`config.mk`:
```
export PLATFORM = sky130hd
export DESIGN_NAME = pwm_cfg_spi_flat
export DESIGN_NICKNAME = d
export VERILOG_FILES = /design/src/rtl/pwm_cfg_pkg.sv /design/src/rtl/pwm_cfg_spi_if.sv /design/src/rtl/sync_edge.sv /design/src/rtl/pwm_cfg_spi.sv /design/src/flat_wrapper.sv
export SDC_FILE = /design/constraint.sdc
export NUM_CORES = 1
export LEC_CHECK = 0
export CORE_MARGIN = 2
export CORE_UTILIZATION = 40
export CTS_CLUSTER_SIZE = 10
export DETAILED_ROUTE_END_ITERATION = 10
export SYNTH_ARGS = -nofsm -noshare
export SYNTH_HDL_FRONTEND = slang
export SYNTH_SLANG_ARGS = --single-unit
```
`constraint.sdc`:
```
create_clock -name clk -period 2.2 [get_ports clk]
set_clock_uncertainty 0.1 [all_clocks]
set_input_delay 0.22 -clock clk [delete_from_list [all_inputs] [get_ports clk]]
set_output_delay 0.22 -clock clk [all_outputs]
set_load 0.01 [all_outputs]
```
`src/rtl/pwm_cfg_pkg.sv`:
```
// Shared constants, FSM state type and register-map helpers for the
// PWM configuration SPI slave.
package pwm_cfg_pkg;

    localparam logic [3:0] ADDR_DUTY = 4'd0;
    localparam logic [3:0] ADDR_MAX  = 4'd1;
    localparam logic [3:0] ADDR_ID   = 4'd2;
    localparam logic [3:0] ADDR_STAT = 4'd3;

    localparam logic [7:0] ID_VALUE  = 8'hA5;
    localparam logic [7:0] DUTY_RST  = 8'h00;
    localparam logic [7:0] MAX_RST   = 8'hFF;

    typedef enum logic [1:0] {
        IDLE = 2'd0,
        CMD  = 2'd1,
        DATA = 2'd2,
        HOLD = 2'd3
    } state_e;

    function automatic logic [7:0] read_mux(
        input logic [3:0] addr,
        input logic [7:0] duty_sh,
        input logic [7:0] max_sh,
        input logic       pending,
        input logic       err_flag
    );
        logic [7:0] v;
        case (addr)
            ADDR_DUTY: v = duty_sh;
            ADDR_MAX:  v = max_sh;
            ADDR_ID:   v = ID_VALUE;
            ADDR_STAT: v = {6'b000000, pending, err_flag};
            default:   v = 8'h00;
        endcase
        return v;
    endfunction

    // The ID register and the unmapped space reject writes.
    function automatic logic addr_wr_illegal(input logic [3:0] addr);
        return (addr == ADDR_ID) || (addr > ADDR_STAT);
    endfunction

endpackage

```
`src/rtl/pwm_cfg_spi_if.sv`:
```
// SPI bus between the Arduino master and the PWM configuration slave.
interface pwm_cfg_spi_if;
    logic spi_sclk;
    logic spi_mosi;
    logic spi_cs_n;
    logic spi_miso;

    modport master (
        output spi_sclk,
        output spi_mosi,
        output spi_cs_n,
        input  spi_miso
    );

    modport slave (
        input  spi_sclk,
        input  spi_mosi,
        input  spi_cs_n,
        output spi_miso
    );
endinterface

```
`src/rtl/sync_edge.sv`:
```
// Multi-flop synchronizer for an asynchronous input with rise/fall pulses
// derived in the clk domain.
module sync_edge #(
    parameter int   STAGES   = 2,
    parameter logic IDLE_LVL = 1'b0
) (
    input  logic clk,
    input  logic rst_n,
    input  logic i_async,
    output logic o_level,
    output logic o_rise,
    output logic o_fall
);

    logic [STAGES-1:0] r_sync;
    logic              r_prev;

    // Synchronizer chain plus one history flop for edge detection
    always_ff @(posedge clk or negedge rst_n) begin
        if (!rst_n) begin
            r_sync <= {STAGES{IDLE_LVL}};
            r_prev <= IDLE_LVL;
        end else begin
            r_sync <= {r_sync[STAGES-2:0], i_async};
            r_prev <= r_sync[STAGES-1];
        end
    end

    assign o_level = r_sync[STAGES-1];
    assign o_rise  = r_sync[STAGES-1] & ~r_prev;
    assign o_fall  = ~r_sync[STAGES-1] & r_prev;

endmodule

```
`src/rtl/pwm_cfg_spi.sv`:
```
// SPI mode-0 configuration slave for a PWM: shadowed duty/period registers
// that commit together only on the PWM period boundary.
module pwm_cfg_spi
    import pwm_cfg_pkg::*;
#(
    parameter int SYNC_STAGES = 2
) (
    input  logic         clk,
    input  logic         rst_n,
    pwm_cfg_spi_if.slave spi,
    input  logic         period_end,
    output logic [7:0]   duty,
    output logic [7:0]   max_value,
    output logic         cfg_valid,
    output logic         err
);

    logic       w_sclk_level, w_sclk_rise, w_sclk_fall;
    logic       w_mosi_level, w_mosi_rise, w_mosi_fall;
    logic       w_cs_level, w_cs_rise, w_cs_fall;
    logic       w_unused;

    state_e     r_state, w_state_next;
    logic [3:0] r_bit_cnt, w_cnt_next;
    logic [6:0] r_shift;
    logic [7:0] w_byte;
    logic       w_cmd_done, w_frame_done;
    logic       r_rw;
    logic [3:0] r_addr;
    logic [7:0] r_tx;
    logic       r_miso;

    logic [7:0] r_duty_sh, r_max_sh, r_duty, r_max;
    logic       r_pending, r_cfg_valid, r_err;
    logic       w_wr_en, w_wr_duty, w_wr_max, w_err_set, w_err_clr, w_commit;

    sync_edge #(.STAGES(SYNC_STAGES), .IDLE_LVL(1'b0)) u_sync_sclk (
        .clk(clk), .rst_n(rst_n), .i_async(spi.spi_sclk),
        .o_level(w_sclk_level), .o_rise(w_sclk_rise), .o_fall(w_sclk_fall)
    );

    sync_edge #(.STAGES(SYNC_STAGES), .IDLE_LVL(1'b0)) u_sync_mosi (
        .clk(clk), .rst_n(rst_n), .i_async(spi.spi_mosi),
        .o_level(w_mosi_level), .o_rise(w_mosi_rise), .o_fall(w_mosi_fall)
    );

    sync_edge #(.STAGES(SYNC_STAGES), .IDLE_LVL(1'b1)) u_sync_cs (
        .clk(clk), .rst_n(rst_n), .i_async(spi.spi_cs_n),
        .o_level(w_cs_level), .o_rise(w_cs_rise), .o_fall(w_cs_fall)
    );

    assign w_unused = ^{w_sclk_level, w_mosi_rise, w_mosi_fall};
    assign w_byte   = {r_shift, w_mosi_level};

    // Frame sequencing: next state, bit count and end-of-byte strobes
    always_comb begin
        w_state_next = r_state;
        w_cnt_next   = r_bit_cnt;
        w_cmd_done   = 1'b0;
        w_frame_done = 1'b0;
        case (r_state)
            IDLE: begin
                w_cnt_next = 4'd0;
                if (w_cs_fall) w_state_next = CMD;
                else           w_state_next = IDLE;
            end
            CMD: begin
                if (w_cs_rise) begin
                    w_state_next = IDLE;
                    w_cnt_next   = 4'd0;
                end else if (w_sclk_rise) begin
                    w_cnt_next = r_bit_cnt + 4'd1;
                    if (r_bit_cnt == 4'd7) begin
                        w_cmd_done   = 1'b1;
                        w_state_next = DATA;
                    end else begin
                        w_state_next = CMD;
                    end
                end else begin
                    w_state_next = CMD;
                end
            end
            DATA: begin
                if (w_cs_rise) begin
                    w_state_next = IDLE;
                    w_cnt_next   = 4'd0;
                end else if (w_sclk_rise) begin
                    if (r_bit_cnt == 4'd15) begin
                        w_frame_done = 1'b1;
                        w_state_next = HOLD;
                        w_cnt_next   = 4'd0;
                    end else begin
                        w_state_next = DATA;
                        w_cnt_next   = r_bit_cnt + 4'd1;
                    end
                end else begin
                    w_state_next = DATA;
                end
            end
            HOLD: begin
                w_cnt_next = 4'd0;
                if (w_cs_level) w_state_next = IDLE;
                else            w_state_next = HOLD;
            end
            default: begin
                w_state_next = IDLE;
                w_cnt_next   = 4'd0;
            end
        endcase
    end

    // Frame state, receive shifter, read-data latch and miso driver
    always_ff @(posedge clk or negedge rst_n) begin
        if (!rst_n) begin
            r_state   <= IDLE;
            r_bit_cnt <= 4'd0;
            r_shift   <= 7'd0;
            r_rw      <= 1'b0;
            r_addr    <= 4'd0;
            r_tx      <= 8'h00;
            r_miso    <= 1'b0;
        end else begin
            r_state   <= w_state_next;
            r_bit_cnt <= w_cnt_next;
            if (w_sclk_rise && (r_state == CMD || r_state == DATA)) r_shift <= w_byte[6:0];
            if (w_cmd_done) begin
                r_rw   <= w_byte[7];
                r_addr <= w_byte[3:0];
                r_tx   <= read_mux(w_byte[3:0], r_duty_sh, r_max_sh, r_pending, r_err);
            end else if (r_state == DATA && w_sclk_fall) begin
                r_tx <= {r_tx[6:0], 1'b0};
            end
            // miso only carries read data during DATA; everywhere else it idles low
            if (r_state != DATA)           r_miso <= 1'b0;
            else if (w_sclk_fall && !r_rw) r_miso <= r_tx[7];
        end
    end

    assign w_wr_en   = w_frame_done & r_rw;
    assign w_wr_duty = w_wr_en & (r_addr == ADDR_DUTY);
    assign w_wr_max  = w_wr_en & (r_addr == ADDR_MAX);
    assign w_err_clr = w_wr_en & (r_addr == ADDR_STAT);
    assign w_err_set = w_wr_en & addr_wr_illegal(r_addr);
    assign w_commit  = period_end & r_pending;

    // Shadows, atomic commit on period boundary, sticky error flag
    always_ff @(posedge clk or negedge rst_n) begin
        if (!rst_n) begin
            r_duty_sh   <= DUTY_RST;
            r_max_sh    <= MAX_RST;
            r_duty      <= DUTY_RST;
            r_max       <= MAX_RST;
            r_pending   <= 1'b0;
            r_cfg_valid <= 1'b0;
            r_err       <= 1'b0;
        end else begin
            if (w_wr_duty) r_duty_sh <= w_byte;
            if (w_wr_max)  r_max_sh  <= w_byte;
            // Commit reads the pre-write shadows; a coincident write stays pending
            if (w_commit) begin
                r_duty <= r_duty_sh;
                r_max  <= r_max_sh;
            end
            r_cfg_valid <= w_commit;
            if (w_wr_duty || w_wr_max) r_pending <= 1'b1;
            else if (w_commit)         r_pending <= 1'b0;
            if (w_err_clr)      r_err <= 1'b0;
            else if (w_err_set) r_err <= 1'b1;
        end
    end

    assign spi.spi_miso = r_miso;
    assign duty         = r_duty;
    assign max_value    = r_max;
    assign cfg_valid    = r_cfg_valid;
    assign err          = r_err;

endmodule
```
`src/flat_wrapper.sv`:
```
// flat-port wrapper written by rule: the top's interface ports become plain ports
module pwm_cfg_spi_flat import pwm_cfg_pkg::*;
#(
    parameter int SYNC_STAGES = 2
)
  (clk, rst_n, period_end, duty, max_value, cfg_valid, err, spi_spi_sclk, spi_spi_mosi, spi_spi_cs_n, spi_spi_miso);
  pwm_cfg_spi_if spi_i ();
  input  logic clk;
  input  logic rst_n;
  input  logic period_end;
  output logic [7:0] duty;
  output logic [7:0] max_value;
  output logic cfg_valid;
  output logic err;
  input wire logic [$bits(spi_i.spi_sclk)-1:0] spi_spi_sclk;
  input wire logic [$bits(spi_i.spi_mosi)-1:0] spi_spi_mosi;
  input wire logic [$bits(spi_i.spi_cs_n)-1:0] spi_spi_cs_n;
  output wire logic [$bits(spi_i.spi_miso)-1:0] spi_spi_miso;
  assign spi_i.spi_sclk = spi_spi_sclk;
  assign spi_i.spi_mosi = spi_spi_mosi;
  assign spi_i.spi_cs_n = spi_spi_cs_n;
  assign spi_spi_miso = spi_i.spi_miso;
  pwm_cfg_spi #(.SYNC_STAGES(SYNC_STAGES)) u_core (.clk(clk), .rst_n(rst_n), .spi(spi_i), .period_end(period_end), .duty(duty), .max_value(max_value), .cfg_valid(cfg_valid), .err(err));
endmodule
```
==> impl_metrics.tcl <==
# yosys + openroad results
set metrics [dict create \
    warning_count 29 \
    met3RoutedLength_um 183 \
    path_delay_family "simple AND/OR/NAND/NOR gates" \
    post_cts_buffers 0 \
    place_ws_ns 0.133 \
    critPathBufInv 1 \
    met3_usage_pct 3.90 \
    whs_ns 0.184 \
    drt-met1-wl_um 2790 \
    initCoreUtil_pct 41.6 \
    stdcell_count 365 \
    cp-endpoint "u_core.r_max_sh[3]$_DFFE_PN1P_" \
    syn_nets 240 \
    internal-power_mw 1.96 \
    rows 31 \
    worst_path_largest_cell_delay_ns 0.39 \
    synth-edff-count 0 \
    top_logic_kind "multiplexers" \
    crit_type "flip-flop to flip-flop" \
    clockBufferDepth 2 \
    die_w_um 91.1 \
    yosysTopAreaCellShare_pct 42.1 \
    cellPowerDensity_nw_per_um2 728 \
    reg2reg_from "u_core.r_bit_cnt[0]$_DFFE_PN0P_" \
    peakVddDrop_mv 0.417 \
    utilization_pct 49.7 \
    powerComb_mw 0.146 \
    cts_buffers 9 \
    grt_util_met2_pct 19.8 \
    drc 0 \
    fin_crit_sh_pct 94.0 \
    largest_area_cell "dfrtp_1" \
    worstPathArrival_ns 2.23 \
    seqPwrFrac_pct 54.4 \
    swShare_pct 25.6 \
    placedCellCount 348 \
    cp-end-kind "flip-flop" \
    grt_use_met1_pct 21.2 \
    min_from "spi_spi_cs_n" \
    coreArea_um2 7290 \
    firstDrtPassIters 4 \
    wirelength_um 5500 \
    yosys_warnings 0 \
    top_layer "met4" \
    syn-instance-count 229 \
    ys_sh_aoi_pct 4.87 \
    slew_violations 0 \
    drive_gt1_share_pct 34.2 \
    p_comb_share_pct 5.5 \
    finalWorstSetupSlack_ns 0.133 \
    cts_root_buffer "clkbuf_8" \
    critical_path_depth 6 \
    syn_area_um2 3030 \
    place_area_um2 3410 \
    areaGrowthSynthToFinish_pct 19.5 \
    io_buffers 24 \
    topCellsByArea "dfrtp_1 42%, dfstp_2 16%, mux2_2 13%" \
    num_vias 1856 \
    ys_seq_share_pct 58.5 \
    wire_per_inst_um 15.1 \
    pwr-share-clk_pct 40.1 \
    maxPowerGroup "sequential cells" \
    worstPathRequired_ns 2.36 \
    hold_viol_final 0 \
    grt_busiest_layer "met1" \
    ys.flops 70 \
    status "finished clean" \
    die-area_um2 8290 \
    cts_hold_buf 1 \
    antenna_left 0 \
    grt-ovfl-total 0 \
    antennaDiodeCount 0 \
    yosysUniqueCellTypes 36 \
]
[registers in the layout (all words and copies together) (netlist names), 2 cells and up]
register and count:
u_core.duty 8, u_core.max_value 8, u_core.r_duty_sh 8, u_core.r_max_sh 8
u_core.r_tx 8, u_core.r_shift 7, u_core.r_addr 4, u_core.r_bit_cnt 4
u_core.r_state 2, u_core.u_sync_cs.r_sync 2, u_core.u_sync_mosi.r_sync 2, u_core.u_sync_sclk.r_sync 2
[area by class of cell]
class / instances / area [um2] / area share (%)
well taps: 99 / 124 / 3.42
clock inverters: 6 / 70.1 / 1.93
multi-input cells: 143 / 1190 / 32.8
clock buffers: 10 / 138 / 3.80
flip-flops and latches: 70 / 1780 / 49.0
inverters: 5 / 18.8 / 0.518
repair buffers: 32 / 310 / 8.56
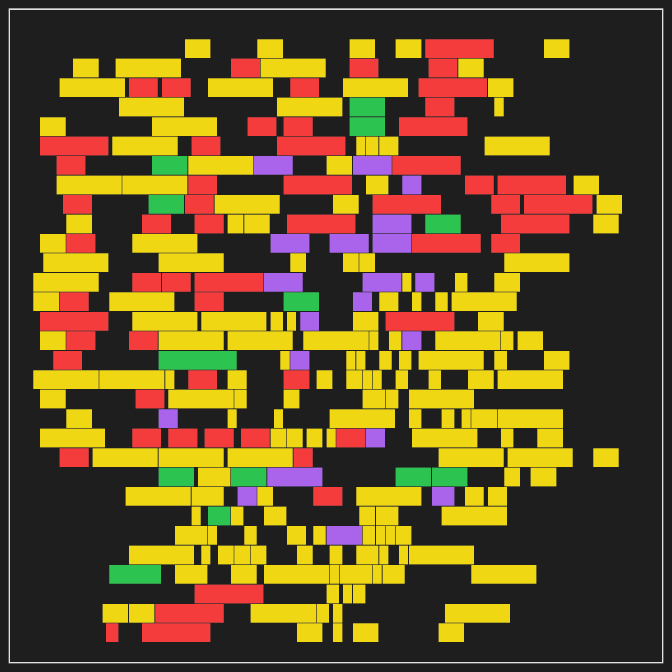
sizing.png
colour	size	cells
yellow	x1 and smaller	175
purple	x3 and x4	20
red	x2	58
green	x6 and larger	13

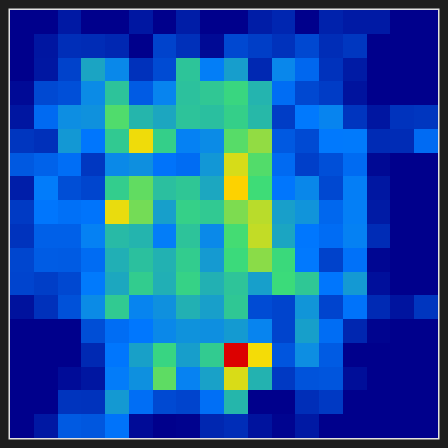
route_heat.png
The die is cut into 18 by 18 equal tiles; dark blue is low, red is high, scaled to the fullest tile. Values are wire area over tile area, all layers added.
densest ninth of the die	centre
mean over tiles	0.10
tiles over half the peak	6.2%

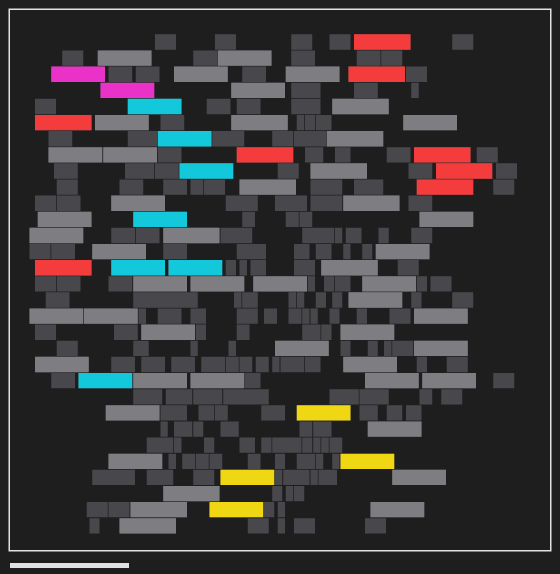
ff_map.png
Bar = 20 um.
colour	signal	sequential cells
red	u_core.max_value	8
magenta	u_core.u_sync_mosi.r_sync	2
cyan	u_core.r_shift	7
yellow	u_core.r_bit_cnt	4

No activity file was given, so power comes from the tool's default toggle rates.
